--- config.mk ---
export PLATFORM = sky130hd
export DESIGN_NAME = mem_arb_2r1w
export DESIGN_NICKNAME = d
export VERILOG_FILES = /design/src/rtl/mem_arb_2r1w_pkg.sv /design/src/rtl/mem_arb_2r1w_arb.sv /design/src/rtl/mem_arb_2r1w.sv
export SDC_FILE = /design/constraint.sdc
export NUM_CORES = 1
export LEC_CHECK = 0
export CAP_MARGIN = 20
export CORE_AREA = 10 10 110 112
export CTS_CLUSTER_DIAMETER = 80
export DETAILED_ROUTE_END_ITERATION = 12
export DIE_AREA = 0 0 120 122
export HOLD_SLACK_MARGIN = 0.15
export PLACE_DENSITY = 0.71
export SYNTH_ARGS = -nofsm -noshare
export SYNTH_HDL_FRONTEND = slang
export SYNTH_SLANG_ARGS = --single-unit
--- constraint.sdc ---
create_clock -name clk -period 3.1 [get_ports clk]
set_clock_uncertainty 0.2 [all_clocks]
set_input_delay 0.93 -clock clk [delete_from_list [all_inputs] [get_ports clk]]
set_output_delay 0.93 -clock clk [all_outputs]
set_load 0.02 [all_outputs]
--- src/rtl/mem_arb_2r1w_pkg.sv ---
// Shared types for the two-requester single-port memory arbiter.
package mem_arb_2r1w_pkg;

  typedef enum logic [0:0] {
    StIdle = 1'b0,
    StWait = 1'b1
  } state_e;

  localparam logic MemReqRead  = 1'b0;
  localparam logic MemReqWrite = 1'b1;

endpackage

--- src/rtl/mem_arb_2r1w_arb.sv ---
// Combinational 2-way grant: fixed priority (req1 wins) or round-robin on last_grant.
module mem_arb_2r1w_arb #(
  parameter bit p_rr = 1'b1
) (
  input  logic val0_i,
  input  logic val1_i,
  input  logic last_grant_i,
  output logic grant_o
);

  always_comb begin
    grant_o = val1_i;
    // Under contention, round-robin hands the grant to whoever did not win last time.
    if (p_rr && val0_i && val1_i) begin
      grant_o = ~last_grant_i;
    end
  end

endmodule

--- src/rtl/mem_arb_2r1w.sv ---
// Shares one single-ported memory between fetch (req0) and data (req1) ports, one
// transaction in flight, with a response watchdog and sticky error flag.
module mem_arb_2r1w
  import mem_arb_2r1w_pkg::*;
#(
  parameter int unsigned p_addr_nbits = 32,
  parameter int unsigned p_data_nbits = 32,
  parameter bit          p_rr         = 1'b1,
  parameter int unsigned p_timeout    = 16
) (
  input  logic                    clk,
  input  logic                    rst,
  input  logic                    req0_val,
  output logic                    req0_rdy,
  input  logic                    req0_type,
  input  logic [p_addr_nbits-1:0] req0_addr,
  input  logic [p_data_nbits-1:0] req0_wdata,
  output logic                    resp0_val,
  output logic [p_data_nbits-1:0] resp0_data,
  input  logic                    req1_val,
  output logic                    req1_rdy,
  input  logic                    req1_type,
  input  logic [p_addr_nbits-1:0] req1_addr,
  input  logic [p_data_nbits-1:0] req1_wdata,
  output logic                    resp1_val,
  output logic [p_data_nbits-1:0] resp1_data,
  output logic                    memreq_val,
  input  logic                    memreq_rdy,
  output logic                    memreq_type,
  output logic [p_addr_nbits-1:0] memreq_addr,
  output logic [p_data_nbits-1:0] memreq_wdata,
  input  logic                    memresp_val,
  input  logic [p_data_nbits-1:0] memresp_data,
  output logic                    busy,
  output logic                    err
);

  localparam int unsigned       CntW   = $clog2(p_timeout);
  localparam logic [CntW-1:0]   CntMax = CntW'(p_timeout - 1);

  state_e          state_q, state_d;
  logic            owner_q, owner_d;
  logic            last_grant_q, last_grant_d;
  logic            err_q, err_d;
  logic [CntW-1:0] cnt_q, cnt_d;

  logic grant;
  logic any_val;
  logic fire;

  mem_arb_2r1w_arb #(
    .p_rr(p_rr)
  ) u_arb (
    .val0_i      (req0_val),
    .val1_i      (req1_val),
    .last_grant_i(last_grant_q),
    .grant_o     (grant)
  );

  assign any_val = req0_val | req1_val;
  assign fire    = memreq_val & memreq_rdy;
  assign busy    = (state_q == StWait);
  assign err     = err_q;

  // Outputs are also gated by rst so nothing handshakes while reset is held.
  always_comb begin
    memreq_val   = 1'b0;
    memreq_type  = MemReqRead;
    memreq_addr  = '0;
    memreq_wdata = '0;
    req0_rdy     = 1'b0;
    req1_rdy     = 1'b0;
    resp0_val    = 1'b0;
    resp1_val    = 1'b0;
    resp0_data   = '0;
    resp1_data   = '0;
    if (rst && state_q == StIdle && any_val) begin
      memreq_val   = 1'b1;
      memreq_type  = grant ? req1_type  : req0_type;
      memreq_addr  = grant ? req1_addr  : req0_addr;
      memreq_wdata = grant ? req1_wdata : req0_wdata;
      req0_rdy     = memreq_rdy & req0_val & ~grant;
      req1_rdy     = memreq_rdy & req1_val & grant;
    end
    if (rst && state_q == StWait && memresp_val) begin
      if (owner_q) begin
        resp1_val  = 1'b1;
        resp1_data = memresp_data;
      end else begin
        resp0_val  = 1'b1;
        resp0_data = memresp_data;
      end
    end
  end

  always_comb begin
    state_d      = state_q;
    owner_d      = owner_q;
    last_grant_d = last_grant_q;
    err_d        = err_q;
    cnt_d        = cnt_q;
    case (state_q)
      StIdle: begin
        if (fire) begin
          state_d      = StWait;
          owner_d      = grant;
          last_grant_d = grant;
          cnt_d        = '0;
        end
      end
      StWait: begin
        // A response on the timeout cycle still wins over the watchdog.
        if (memresp_val) begin
          state_d = StIdle;
        end else if (cnt_q == CntMax) begin
          state_d = StIdle;
          err_d   = 1'b1;
        end else begin
          cnt_d = cnt_q + 1'b1;
        end
      end
      default: state_d = StIdle;
    endcase
  end

  always_ff @(posedge clk or negedge rst) begin
    if (!rst) begin
      state_q      <= StIdle;
      owner_q      <= 1'b0;
      last_grant_q <= 1'b1;
      err_q        <= 1'b0;
      cnt_q        <= '0;
    end else begin
      state_q      <= state_d;
      owner_q      <= owner_d;
      last_grant_q <= last_grant_d;
      err_q        <= err_d;
      cnt_q        <= cnt_d;
    end
  end

endmodule

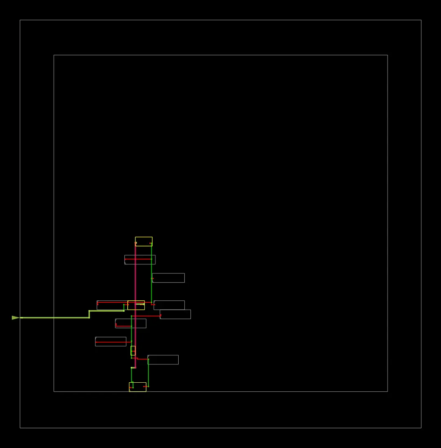
run_1/clock_nets.png
count of clock buffers in the final design: 4
CTS Sinks: 8
number of buffers created by CTS: 3
FF+latch count: 8
latest clock arrival within the worst-skew pair: 240 ps

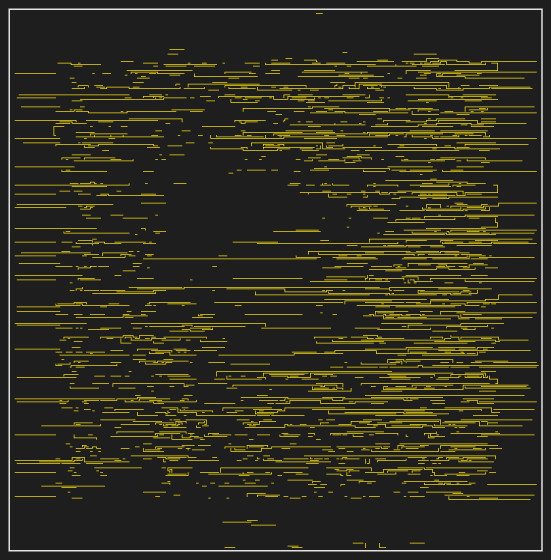
run_1/m1.png
share of all routed wire	36%
main direction	horizontal
GR Layer Usage met1: 0.218
overall via count from detail_route: 4097
wirelength, routed: 20.3 mm

==> summary.txt, run 1 <==
Results of an implementation run.

Looking at area per cell type in the netlist, the leader is sky130_fd_sc_hd__nand2_1. The post-synthesis to final-layout area growth is 300%. The routed design uses 1.93 mm of met3 wire. TritonCTS built the clock tree.

The commonest register cell is sky130_fd_sc_hd__dfrtp_1. The final reports fail on negative setup slack. Per the detail_route report, DRC violations left total 0.

The critical path endpoint is memreq_wdata[5]. The residual antenna-violating net count after detailed routing is 0. The overall die height is 122 µm. STA classifies the critical path startpoint as an input pin. The initial antenna violation count is 3. The synth_stat.txt file lists the number of cells as 330. The final count of negative-setup-slack endpoints is 68. The average detailed-routed wire length per instance is 23.9 µm. The final weighted congestion in routability-driven placement is 0.846. The most instantiated library cell after synthesis is sky130_fd_sc_hd__nand2_1. The share of synthesized area in the top cell type comes to 0.268. The total leakage power is 3.39 nW.

The total overflow reported by the global router is 0. The number of instances in the synthesized netlist is 330. The hold violation total from the final report is 0. During synthesis, Yosys emitted a total of 0 warnings. The cell family contributing the most delay on the critical path is buffers and inverters.

Per the summary, power density relative to cell area is 257 nW/µm². The highest fanout seen on the critical path is 6. The setup slack after layout is -245 ps. The flow reports an fmax of 0.299 GHz. Wire segments on met2 add up to 10.6 mm in the final route. Summing over the stages, the warning tally comes to 28. The max-slew headroom at the worst pin is 0.838.

The number of cells on the worst reg-to-reg path is 8. The number of maximum-capacitance violations is 0. The endpoint of the worst hold-timing path is err. The standard-cell row count is 37.

CTS placed an instance of sky130_fd_sc_hd__clkbuf_8 at the clock tree root. STA lists the startpoint of the worst register-to-register path as last_grant_q. By count the netlist is led by 131 x sky130_fd_sc_hd__nand2_1, 65 x sky130_fd_sc_hd__a21oi_1, 64 x sky130_fd_sc_hd__and2_1, 12 x sky130_fd_sc_hd__buf_2, 8 x sky130_fd_sc_hd__nor2_1. Overall routing resource usage recorded by global route was 0.224. The post-cts hold-fix buffer tally is 0. The worst hold path begins at err. The time the worst path needs with I/O delays and setup is 3340 ps.

Entering global routing, the biggest net connects 29 pins. The async set-reset flop share out of synthesis is 1.00. The width of the chip is 120 µm. On the worst path, the slowest cell contributes a delay of 190 ps. After routing the design area is 7350 µm². Traced cell by cell, the critical path runs through buf_8 -> buf_6 -> a21boi_4 -> buf_6 -> buf_12 -> buf_16 -> buf_8 -> nand2_4 -> a21oi_4 -> buf_6. In this run the cell area measured after placement is 5120 µm². The top-level port count is 304. The post-CTS setup buffer count is 53.

The number of cells on the critical path is 10. The max-slew violation count is 0. Yosys reports a chip area of 1840 µm². The half-perimeter wire length of the detailed placement result is 11.8 mm.

After floorplanning, the core was sized to cover 10000 µm². Dividing the final minimum period by the clock period gives 1.08. The synthesized area is 1840 µm². The number of buffers and inverters on the critical path is 7. The endpoint required time on the critical path is 1970 ps.

The detailed router used layers up to and including met4. The flop and latch count out of synthesis is 8. The total of buffers placed on input and output ports is 303. The number of vias per cell after detailed routing is 4.82. Looking at the setup timing report, the critical path kind is in2out. The slew at the pin closest to its max-slew limit is 243 ps. In the per-layer breakdown of the detailed-route log, met1 shows 7.22 mm. A synthesized cell averages 5.57 µm². The count of fill cells added during filler insertion is 705.

The worst hold path depth is 1. The floorplan utilization is 0.183. The number of enable-type register cells in the synthesized netlist is 0. The overall die size recorded for this design is 14600 µm². The number of DRC markers in iteration 0 is 170. The global-route wire length before repair is 25.9 mm. The synthesized netlist net count is 499.

The cell that appears most often on the critical path is sky130_fd_sc_hd__buf_6. The worst setup path is captured at a primary output. The largest buffer count on any clock path is 2. Tracing the worst setup path back leads to its startpoint at req0_val.

The number of detailed-route iterations in the first pass is 4. The ratio of cells with drive above 1 in the final layout is 0.580. Post-CTS repair changed the size of 812 cells. Looking at the clock tree report, the H-tree level count equals 1. The proportion of synthesized chip area in sequential cells is 0.110. The reg2reg setup slack is 1170 ps.

The overall power is 0.00189 W. The analysis reports a worst IR drop on VDD of 0.000164 V. The global router reports that the layer with the highest usage is met2. The number of nets in the finished design is 880. Sorting the synthesized cells by area gives the leading types as sky130_fd_sc_hd__nand2_1 27%, sky130_fd_sc_hd__and2_1 22%, sky130_fd_sc_hd__a21oi_1 18%. The unique cell type count in the Yosys netlist is 28. For this run, global-route usage on met2 was measured as 0.434.

Data arrives at the worst endpoint at 2210 ps. The terminus of the critical flop-to-flop path is last_grant_q. The run finished, with violations left. Setup repair after global routing could not meet its margin everywhere. The number of global-route vias before repair came to 4344. The slowest stage of the critical path is the sky130_fd_sc_hd__a21boi_4 cell. The clock edge transition at the registers on the reported setup and hold paths is 50 ps. The type of the tightest min-delay check is reg2reg.
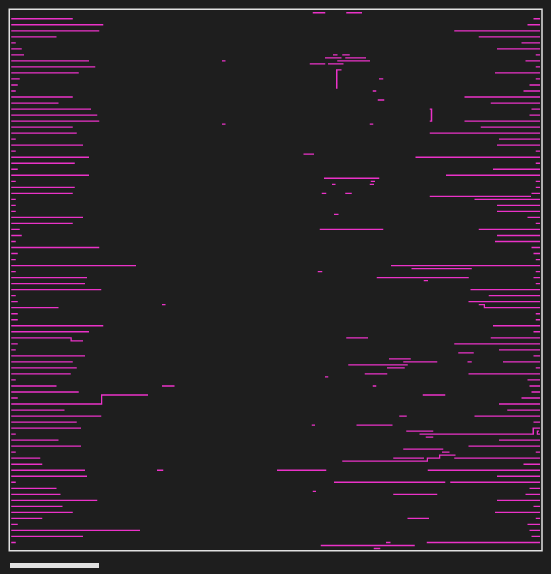
run_1/m3.png
Bar = 20 µm.
share of all routed wire	9.5%
wire length on this layer	1930 µm
longest straight run	33.4 µm
routing usage on met3: 0.0828

[run 1: state kept, by name, summed over array words and instances, names as in the netlist]
signal	flops
cnt_q	4
err	1
busy	1
last_grant_q	1
owner_q	1
[run 1: through the flow]
stage / TNS [ps] / cells / setup WS (ps) / utilization / hold WS, ps
floorplan: 0 / 330 / 74.3 / - / 292
global placement: -113760 / 761 / -993 / 0.510 / 266
detailed placement: -118180 / 761 / -988 / 0.510 / 270
CTS: -9180 / 837 / -238 / 0.642 / 282
global route: -12610 / 850 / -285 / 0.732 / 277
finish: -10240 / 850 / -245 / 0.732 / 281
[run 1: cells in the final DEF, fill, tap and decap left out, drive strengths merged, types with 4 or more instances in the layout]
master / synthesis / routed
buf: 22 / 231
clkdlybuf4s50: 0 / 164
nand2: 131 / 131
a21oi: 65 / 65
and2: 64 / 64
clkbuf: 6 / 10
nor2: 8 / 8
dfrtp: 7 / 7
inv: 5 / 5
diode: 0 / 4
[run 1: report_power, final]
part           internal, W  total (W)  switching, W
Sequential        0.000136   0.000170     0.0000337
Clock            0.0000900   0.000141     0.0000513
Combinational     0.000857    0.00158      0.000721
[run 1: logic make-up (layout without fill, tap and decap cells)]
logic type,after synthesis,after routing,synth area share
and+or+nand+nor,211,211,0.534
AOI/OAI and AO/OA,72,72,0.212
buffers and inverters,33,413,0.106
DFF,8,8,0.110
muxes,5,5,0.0306
adders and majority gates,1,1,0.00681
other,0,4,0
[run 1: area by class of cell]
class | count | area (µm²) | share of cell area
Multi-Input combinational cell | 289 | 2500 | 0.340
Clock buffer | 4 | 45.0 | 0.00613
Antenna cell | 4 | 10.0 | 0.00136
Sequential cell | 8 | 201 | 0.0274
Tap cell | 136 | 170 | 0.0231
Inverter | 5 | 21.3 | 0.00289
Timing Repair Buffer | 404 | 4400 | 0.599
run_1/class_map.png
Fill, decap, tap and diode cells in grey.
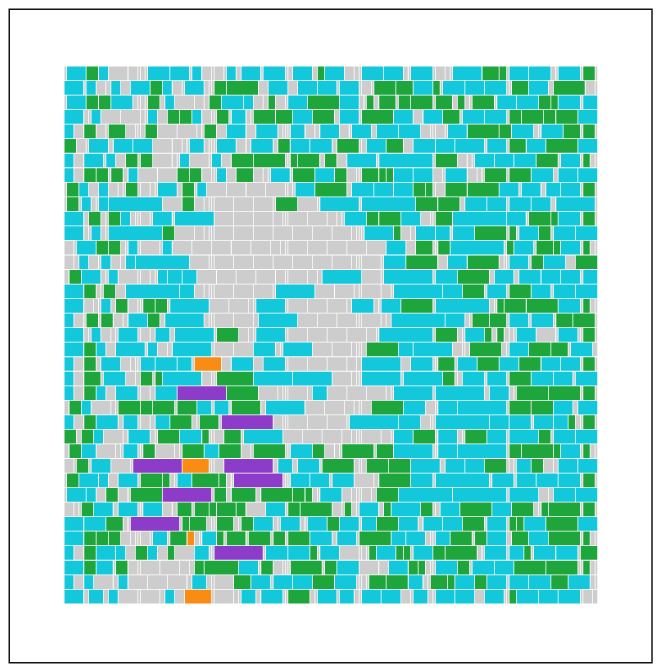

--- run 2 (diff from run 1) ---
--- a/config.mk
+++ b/config.mk
@@ -12,6 +12,7 @@
 export DIE_AREA = 0 0 120 122
 export HOLD_SLACK_MARGIN = 0.15
 export PLACE_DENSITY = 0.71
+export REMOVE_ABC_BUFFERS = 1
 export SYNTH_ARGS = -nofsm -noshare
 export SYNTH_HDL_FRONTEND = slang
 export SYNTH_SLANG_ARGS = --single-unit
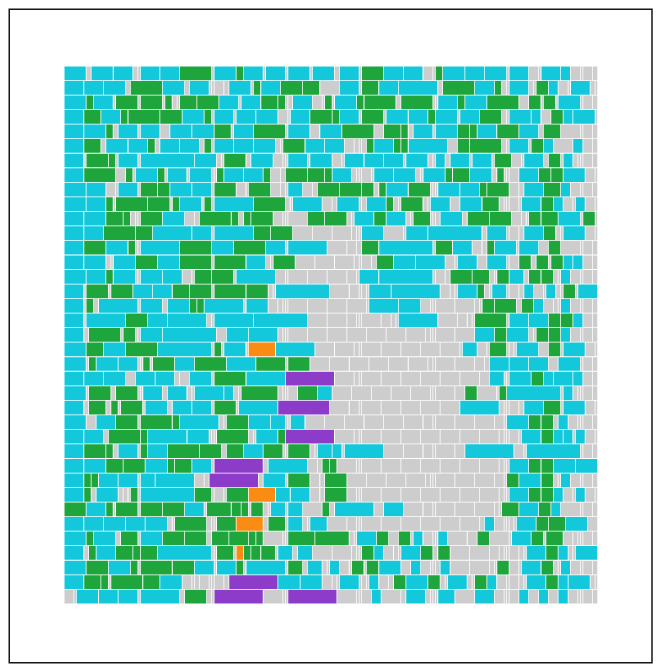
run_2/class_map.png
Fill, decap, tap and diode cells in grey.
colour	class	cells
green	remaining logic cells	294
purple	sequential cells	8
cyan	remaining buffers and delay cells	391
orange	clock drivers and dummy loads	4
cell area after layout: 7190 µm²
sequential share of cell area: 0.0280
area of the placeable core: 10000 µm²

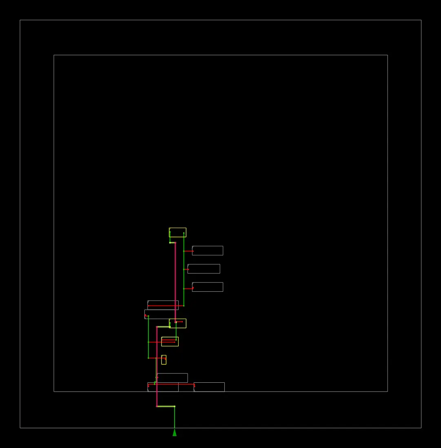
run_2/clock_nets.png
clock network power: 0.000139 W

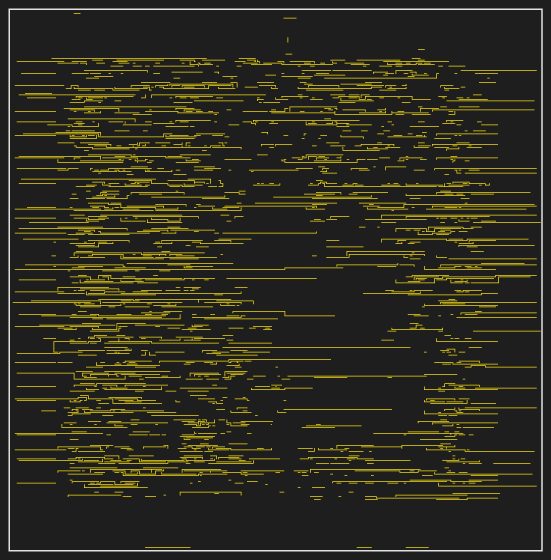
run_2/m1.png
wire length on this layer	6740 µm
longest straight run	61.0 µm
wirelength, routed: 20.4 mm
GR Layer Usage met1: 0.217
overall via count from detail_route: 3994

==> run 2 against run 1 <==
Effect of this change:
- the run still ends with negative setup slack left
- total power decreased by 2.3%
- register-to-register slack improved by 50 ps
- clock-buffer cell count unchanged
- first-iteration DRC count increased by 22%
- cell area decreased by 2.2%
- synthesized cell count unchanged
- worst hold slack got worse by 15 ps
- non-clock buffer count decreased by 13
- sequential share of layout area increased by 0.061 points
- critical path type unchanged
- highest routed layer unchanged
==> summary.txt, run 2 <==
Results of an implementation run.

Yosys attributes the largest share of cell area to sky130_fd_sc_hd__nand2_1 27%, sky130_fd_sc_hd__and2_1 22%, sky130_fd_sc_hd__a21oi_1 18%. The worst path in the final design needs a cycle of 3450 ps, including I/O delays and setup. The Yosys step of the flow raised 0 warnings.

The floorplan utilization is 0.183. The number of instances in the synthesized netlist is 330. The cell at the slowest stage of the critical path is sky130_fd_sc_hd__a21oi_2.

The share of the synthesized area in the top cell type is 0.268. For reference, the final report shows the max-slew violation count at 0. After synthesis, the design contains 330 cells according to Yosys. The stage delay of the slowest cell on the critical path is 190 ps. The most numerous logic cell after layout is sky130_fd_sc_hd__clkdlybuf4s50_1. The logic area is 2450 µm².

The checks that failed: negative setup slack. For this run, the total global-route usage over all layers was measured as 0.223. The total overflow reported by the global router is 0. Buffers placed on the I/O ports in this run total 303. Ranking logic cells in the layout by count gives the top entries 164 x sky130_fd_sc_hd__clkdlybuf4s50_1, 108 x sky130_fd_sc_hd__buf_6, 66 x sky130_fd_sc_hd__nand2_1. The post-cts hold-fix buffer tally is 0. In the CTS report, the clock slew at the register clock pins of the worst setup and hold paths is listed as 50 ps.

The pre-CTS setup slack is -987 ps. The leakage component of the power was reported as 3.34 nW. Counting flops per register, the top entry is cnt_q. The width of the chip is 120 µm. The async set-reset flop share out of synthesis is 1.00. The total CTS buffers is 3. The placed standard-cell area is 5140 µm².

Setup repair after global routing could not meet its margin everywhere. The register with the most flip-flops in the layout has 4 of them. The largest buffer count on any clock path is 2. In this run the mean area of a mapped cell was 5.57 µm².

The timing report lists the critical path depth as 11 cells. In this run the worst path has a maximum fanout of 5. Along the critical path, the tally of buffer and inverter instances is 8.

The fmax is 0.290 GHz. The yosys-reported design area after synthesis is 1840 µm². The critical path in this run is classified as in2out.

The insertion delay at the late pin of the worst-skew pair is 240 ps. The pin count of the biggest net entering global routing is 35. The commonest cells after synthesis are 131 x sky130_fd_sc_hd__nand2_1, 65 x sky130_fd_sc_hd__a21oi_1, 64 x sky130_fd_sc_hd__and2_1, 12 x sky130_fd_sc_hd__buf_2, 8 x sky130_fd_sc_hd__nor2_1. sky130_fd_sc_hd__nand2_1 takes more of the synthesized area than any other cell.

The source of the critical timing path is req0_val. The signal on the critical path passes through buf_8 -> buf_6 -> a21boi_4 -> buf_6 -> buf_8 -> buf_12 -> buf_16 -> buf_12 -> nand2_4 -> a21oi_2 -> buf_6. The report lists the number of standard-cell rows as 37. The reg2reg setup slack is 1220 ps. The number of global-route vias before repair was 4337.

The residual antenna-violating net count after detailed routing is 0. The setup slack after layout is -350 ps. Synthesis inferred 8 register bits. After the flow finishes, the layout carries non-filler instances totaling 838.

The tightest hold path in the finished design has a slack of 266 ps. Setup violations remaining at the end of the flow were counted as 64. The initial antenna violation count is 5.

Measured along the y axis, the die boundary spans 122 µm. For this run, design rule violations remaining after detail routing come to 0. The TritonCTS clock tree is yes.

The slew at the pin closest to its max-slew limit is 241 ps. The nature of the critical path endpoint is a primary output. The first detailed-routing pass ran for 4 iterations.

The top-level port count is 304. The placed instance count is 762. The terminus of the critical flop-to-flop path is last_grant_q. According to the dpl log, the detail-placed design has an HPWL of 11.8 mm.

The number of nets in the finished design is 867. The OpenROAD warning count is 27. For this run, the register share of the synthesized area comes to 0.110. After detailed routing, the number of vias per cell comes to 4.77. The first global-routing pass estimated 25.8 mm of wire. The chip area is 14600 µm². Yosys mapped a number of flops with a built-in enable equal to 0. The critical path endpoint is memreq_wdata[3]. STA puts the critical path data required time at 1970 ps. On the critical path the largest part of the delay comes from buffers and inverters. STA lists the startpoint of the worst register-to-register path as last_grant_q. After filler insertion, the fill cell instance count of the layout stands at 682. The startpoint class of the critical path is an input pin. The flow ran to the end, but the final reports show violations.

The register area is 201 µm². The number of cells on the worst reg-to-reg path is 8. Detailed-route iteration 0 reported a violation count of 208. The post-synthesis to final-layout area growth is 291%.

The final weighted congestion in routability-driven placement is 0.860. Of the available clock period, the critical path in the final layout requires 1.11. The most instantiated library cell after synthesis is sky130_fd_sc_hd__nand2_1. The ratio of cells with drive above 1 in the final layout is 0.544. The unique cell type count in the Yosys netlist is 28. The flip-flop cell with the highest count after synthesis is sky130_fd_sc_hd__dfrtp_1. The hold violation total from the final report is 0. The count of clock tree sinks is 8.

The worst-case max-slew headroom was logged as 0.839. CTS built an H-tree with a depth of 1. The worst VDD IR drop from the latest analysis is 0.000184 V. The most frequent cell on the critical path is sky130_fd_sc_hd__buf_6. The buffer cell driving the clock tree root is sky130_fd_sc_hd__clkbuf_8. Power spread over the standard cell area amounts to 257 nW/µm². Summing every instance area after synthesis gives 1840 µm². After detailed routing, the average wire length per cell comes to 24.3 µm. STA puts the critical path data arrival time at 2320 ps.

The path class of the tightest hold or removal check is in2async. Max-cap violations in this run came to 0.
run 2: through the flow:
stage	setup TNS (ps)	power (W)	util
final	-9500	0.00185	0.716
after global routing	-11650	0.00192	0.716
after CTS	-8300	0.00163	0.654
after detailed placement	-114170	0.00103	0.512
after global placement	-111640	0.00101	0.512
after floorplan	-76080	0.000504	-
run 2: where the power goes:
| part | internal, W | switching (W) | leakage, nW |
|---|---|---|---|
| combinational | 0.000832 | 0.000708 | 3.22 |
| clock | 0.0000898 | 0.0000488 | 0.0228 |
| sequential | 0.000136 | 0.0000319 | 0.102 |
| total | 0.00106 | 0.000788 | 3.34 |
run 2: cells by family (layout without fill, tap and decap cells):
| kind of cell | after synthesis | after routing | synth area share |
|---|---|---|---|
| adders and majority gates | 1 | 1 | 0.00681 |
| DFF | 8 | 8 | 0.110 |
| muxes | 5 | 5 | 0.0306 |
| other | 0 | 5 | 0 |
| AOI/OAI and AO/OA | 72 | 72 | 0.212 |
| and+or+nand+nor | 211 | 211 | 0.534 |
| buffers and inverters | 33 | 400 | 0.106 |
run 2: layer usage:
| metal | track usage | up-vias | share of wire |
|---|---|---|---|
| met4 | 0.0928 | 0 | 0.043 |
| met2 | 0.421 | 270 | 0.53 |
| met1 | 0.217 | 1869 | 0.33 |
| li1 | - | 1800 | - |
| met3 | 0.0759 | 55 | 0.099 |
| met5 | 0 | - | 0 |
run 2: cell type report:
type,instances,area share
repair buffers,391,0.597
multi-input cells,289,0.341
clock buffers,4,0.00626
flip-flops and latches,8,0.0280
well taps,136,0.0237
inverters,5,0.00261
diodes,5,0.00174
run 2: what timing repair did:
action / CTS / global route
pin swaps: 68 / 98
endpoints found under the setup margin: 134 / 113
resized: 782 / 195
setup buffers: 45 / 9
cloned: 15 / 3
run_2/route_heat.png
Bar = 20 µm. 24 x 24 tiles, from dark blue (low) to red (high), scaled to the fullest tile. Values are wire area over tile area, all layers added.
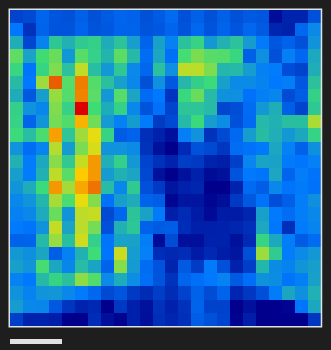

--- run 3 (diff from run 2) ---
==> constraint.sdc (replaced) <==
create_clock -name clk -period 4.45 [get_ports clk]
set_clock_uncertainty 0.2 [all_clocks]
set_input_delay 1.335 -clock clk [delete_from_list [all_inputs] [get_ports clk]]
set_output_delay 1.335 -clock clk [all_outputs]
set_load 0.02 [all_outputs]
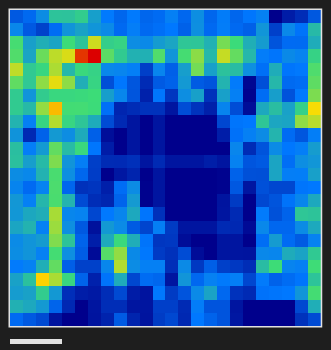
run_3/route_heat.png
Bar = 20 µm. 24 x 24 tiles, from dark blue (low) to red (high), scaled to the fullest tile. Values are wire area over tile area, all layers added.
mean over tiles	0.16
tiles over half the peak	9.0%
fullest tile	0.64
average detailed-routed wire length per instance: 18.1 µm
overall via count from detail_route: 3352
wirelength, routed: 13.9 mm

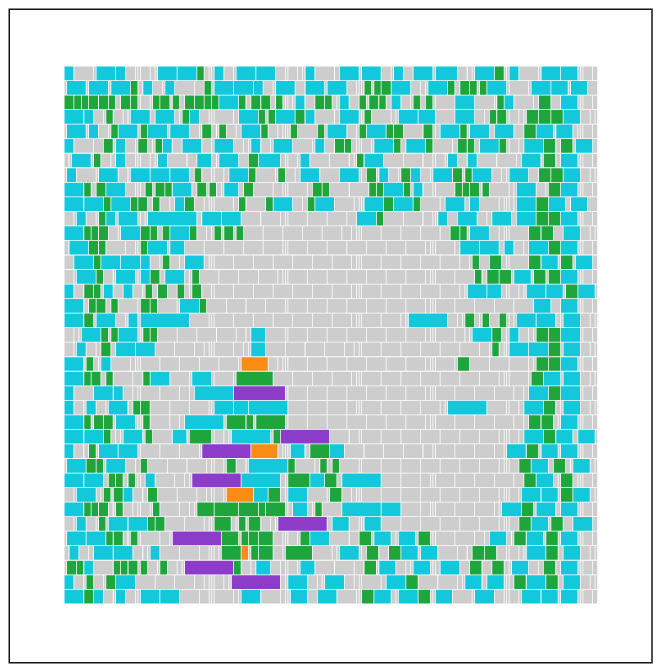
run_3/class_map.png
Fill, decap, tap and diode cells in grey.
colour	class	cells
cyan	remaining buffers and delay cells	324
orange	clock drivers and dummy loads	4
purple	sequential cells	8
green	remaining logic cells	294
count of standard-cell rows: 37
core utilization of the finished layout: 0.483
sequential share of cell area: 0.0415
cell area after layout: 4850 µm²

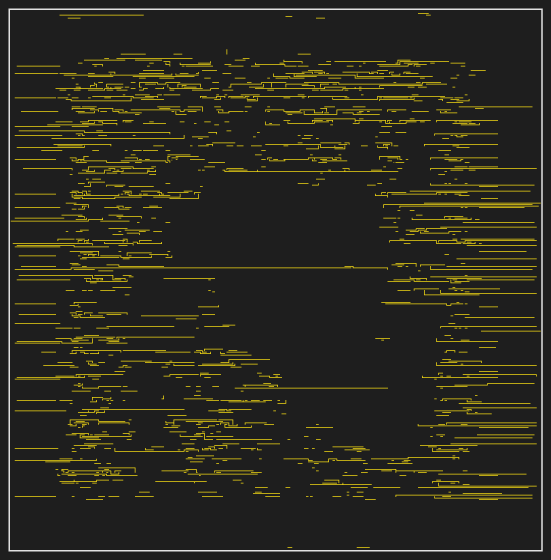
run_3/m1.png
nets with wire on the layer	683
wire length on this layer	4670 µm
GR Layer Usage met1: 0.162

==> run 3 against run 2 <==
Effect of this change:
- the flow now finishes without violations
- sequential share of layout area up 1.4 points
- clock power fell by 33%
- cell area decreased by 33%
- critical path depth decreased by 3
- final cell count fell by 8.5%
- setup slack improved by 400 ps
- first-iteration DRC count is 55% lower
- non-clock buffer count shrank 67
- critical endpoint is now memreq_addr[0]
- largest power group unchanged
==> summary.txt, run 3 <==
Results of an implementation run.

The run finished with clean final reports. The portion of the clock cycle consumed by the worst path in the final layout is 0.989. The buffer_ports step reported a buffer count of 303.

Total global-route track usage over all layers is 0.166. The highest fanout seen on the critical path is 25. The yosys-reported design area after synthesis is 1840 µm². The post-synth count of flops with an enable pin is 0. The flop and latch count out of synthesis is 8. The iteration count recorded for the first detailed-route pass is 7. The half-perimeter wire length of the detailed placement result is 11.9 mm. The global-route wire length before repair is 19.7 mm. The count of sequential standard cells is 8.

Wire segments on met3 add up to 1.76 mm in the final route. The clock passes through at most 2 buffers. After synthesis, the share of flip-flops with an asynchronous set or reset is 1.00. The power density of the placed cells is 158 nW/µm². For this run the top cell type by instance count after synthesis was sky130_fd_sc_hd__nand2_1. The worst-case max-slew headroom was logged as 0.829.

The TritonCTS clock tree is yes. The total inserted antenna cells is 1. Looking at the VDD voltage map, the peak drop is 0.000108 V. The routed wire length on met2 is 7.27 mm.

The synthesized design spends more area on one cell type than any other, namely sky130_fd_sc_hd__nand2_1. Ranked by flip-flop count, first place goes to cnt_q. The tapcell count is 136. The final weighted congestion in routability-driven placement is 0.857.

The logic area is 1450 µm². The cell class with the largest area share is buffers. Clock tree synthesis selected as its root buffer the cell sky130_fd_sc_hd__clkbuf_8. The pin count of the biggest net entering global routing is 46. The highest layer used for signal routing is met4. The worst setup path is captured at a primary output. After synthesis the cells add up to 1840 µm². Per the layout area report, the combinational fraction of cell area is 0.300. Per the TritonCTS log, the buffer count is 3. The most frequent cell on the critical path is sky130_fd_sc_hd__buf_4. For this configuration, the core starts out at a cell density of 0.183. The insertion delay at the late pin of the worst-skew pair is 230 ps.

The layout has 1081 filler cells. The unique cell type count in the Yosys netlist is 28. Looking at the cell usage after synthesis, the top flip-flop cell is sky130_fd_sc_hd__dfrtp_1. The placed instance count is 758. The number of remaining DRC errors is 0. For the pin with the worst max-slew slack, the measured transition is 257 ps. Per the CTS log, the maximum H-tree level is 1. After detailed routing, the wire length on met1 is 4.67 mm. The mean instance size in the synthesized netlist is 5.57 µm². In this run the count of I/O pins placed on the die edge is 304. Looking at the setup timing report, the critical path kind is in2out. The critical path endpoint has a required time of 2910 ps. Broken down by cell family, the worst path's largest delay share belongs to buffers and inverters. The cell sequence reported for the critical path is clkdlybuf4s50_1 -> buf_4 -> a21boi_4 -> buf_4 -> buf_12 -> nand2_1 -> a21oi_1 -> clkdlybuf4s15_2.

Per STA, the highest per-stage delay on the worst path measures 450 ps. The core outline area is 10000 µm². The final layout report lists a clock buffer count of 4. The initial antenna violation count is 1.

The placed standard-cell area is 5110 µm². 289 cells are multi-input combinational gates. The residual antenna-violating net count after detailed routing is 0. Per the cell usage report, the commonest logic cells after layout are 168 x sky130_fd_sc_hd__clkdlybuf4s50_1, 131 x sky130_fd_sc_hd__nand2_1, 65 x sky130_fd_sc_hd__a21oi_1, 65 x sky130_fd_sc_hd__dlygate4sd2_1, 64 x sky130_fd_sc_hd__and2_1. The synthesis run shows the most used standard cells to be 131 x sky130_fd_sc_hd__nand2_1, 65 x sky130_fd_sc_hd__a21oi_1, 64 x sky130_fd_sc_hd__and2_1, 12 x sky130_fd_sc_hd__buf_2, 8 x sky130_fd_sc_hd__nor2_1. The count of clock tree sinks is 8. After global routing the overflow that remains totals 0. The share of the synthesized area in the top cell type is 0.268. The number of warning messages in the yosys log is 0. The time the worst path needs with I/O delays and setup is 4400 ps.

The total leakage power is 2.51 nW. The type of the tightest min-delay check is reg2reg. The OpenROAD warning count is 25. Looking at the critical path, the single cell with the biggest stage delay is sky130_fd_sc_hd__clkdlybuf4s50_1. Counting the inverters off the clock network in the layout gives 5. The number of hold buffers added after CTS was 0. Per the run summary, max-cap violations total 0.

The register with the most flip-flops in the layout has 4 of them. For this run, the register share of the synthesized area comes to 0.110. The number of vias per cell after detailed routing is 4.37. The hold violation total from the final report is 0. The width of the chip is 120 µm. The number of global-route vias before repair was 3415. The layout report lists the non-clock buffer share of cell area as 0.610.

The number of DRC markers in iteration 0 is 93. Counting both buffers and inverters, the worst setup path holds a total of 5. In this run the vertical extent of the chip is 122 µm. At the worst endpoint, the arrival time is 2870 ps.

The clock edge transition at the registers on the reported setup and hold paths is 40 ps. The number of cells in Yosys stat is 330. The main area contributors are sky130_fd_sc_hd__nand2_1 27%, sky130_fd_sc_hd__and2_1 22%, sky130_fd_sc_hd__a21oi_1 18%.

The number of ordinary and repair buffers in the finished layout is 324. The fraction of final cell area spent on clock buffers and inverters in this run is 0.00929. In the final report, the number of pins over their slew limit comes to 0.

The most numerous logic cell after layout is sky130_fd_sc_hd__clkdlybuf4s50_1. The register area is 201 µm². The fmax is 0.227 GHz.

The final count of negative-setup-slack endpoints is 0. The chip area is 14600 µm². The number of nets in the finished design is 800. The tally of non-filler cells in the final layout is 767. Setup repair after global routing left no endpoint under its margin. The startpoint class of the critical path is an input pin. The ratio of cells with drive above 1 in the final layout is 0.162. The number of instances in the synthesized netlist is 330. The post-synthesis to final-layout area growth is 164%.
run 3: layer usage:
| metal | track usage | up-vias |
|---|---|---|
| li1 | - | 1653 |
| met3 | 0.0828 | 17 |
| met2 | 0.311 | 211 |
| met4 | 0.0354 | 0 |
| met1 | 0.162 | 1471 |
| met5 | 0 | - |
run 3: worst paths after layout:
path | start | to | slack, ps | cells past startpoint
min reg2reg | err | err | 290 | 1
min | err | err | 290 | 1
max in group asynchronous | rst | last_grant_q | 2760 | 2
max | req0_val | memreq_addr[0] | 50 | 8
min in group asynchronous | rst | err | 850 | 1
max reg2reg | busy | last_grant_q | 2670 | 5
run 3: kinds of logic after synthesis:
| logic type | count (synthesis) | share of synthesized area |
|---|---|---|
| buffers and inverters | 33 | 0.106 |
| AOI/OAI and AO/OA | 72 | 0.212 |
| DFF | 8 | 0.110 |
| muxes | 5 | 0.0306 |
| adders and majority gates | 1 | 0.00681 |
| and+or+nand+nor | 211 | 0.534 |
run 3: through the flow:
stage          power [W]  hold WS, ps  worst slack [ps]  setup TNS [ps]
2_1_floorplan   0.000351          292              -319          -20790
3_3_place_gp    0.000698          263              -417          -39910
3_5_place_dp    0.000708          287              -443          -41580
4_1_cts         0.000779          301             0.170               0
5_1_grt         0.000825          316             0.847               0
6_report        0.000766          294              47.7               0
run 3: worst register-to-register path: cells and delay by family, from the launching register on:
family | cells | cell delay [ps]
and+or+nand+nor | 2 | 540
DFF | 1 | 410
muxes | 1 | 290
buffers and inverters | 2 | 280
run 3: timing repair:
action	CTS	global route
cloned	0	2
endpoints found under the setup margin	129	80
gates resized	223	77
setup buffers	0	2
run 3: power breakdown:
group | total [W] | switching [W] | internal (W)
combinational | 0.000556 | 0.000268 | 0.000289
clock | 0.0000936 | 0.0000313 | 0.0000623
sequential | 0.000116 | 0.0000214 | 0.0000950
Power figures rest on the tool's default switching activity, not on a simulated workload.
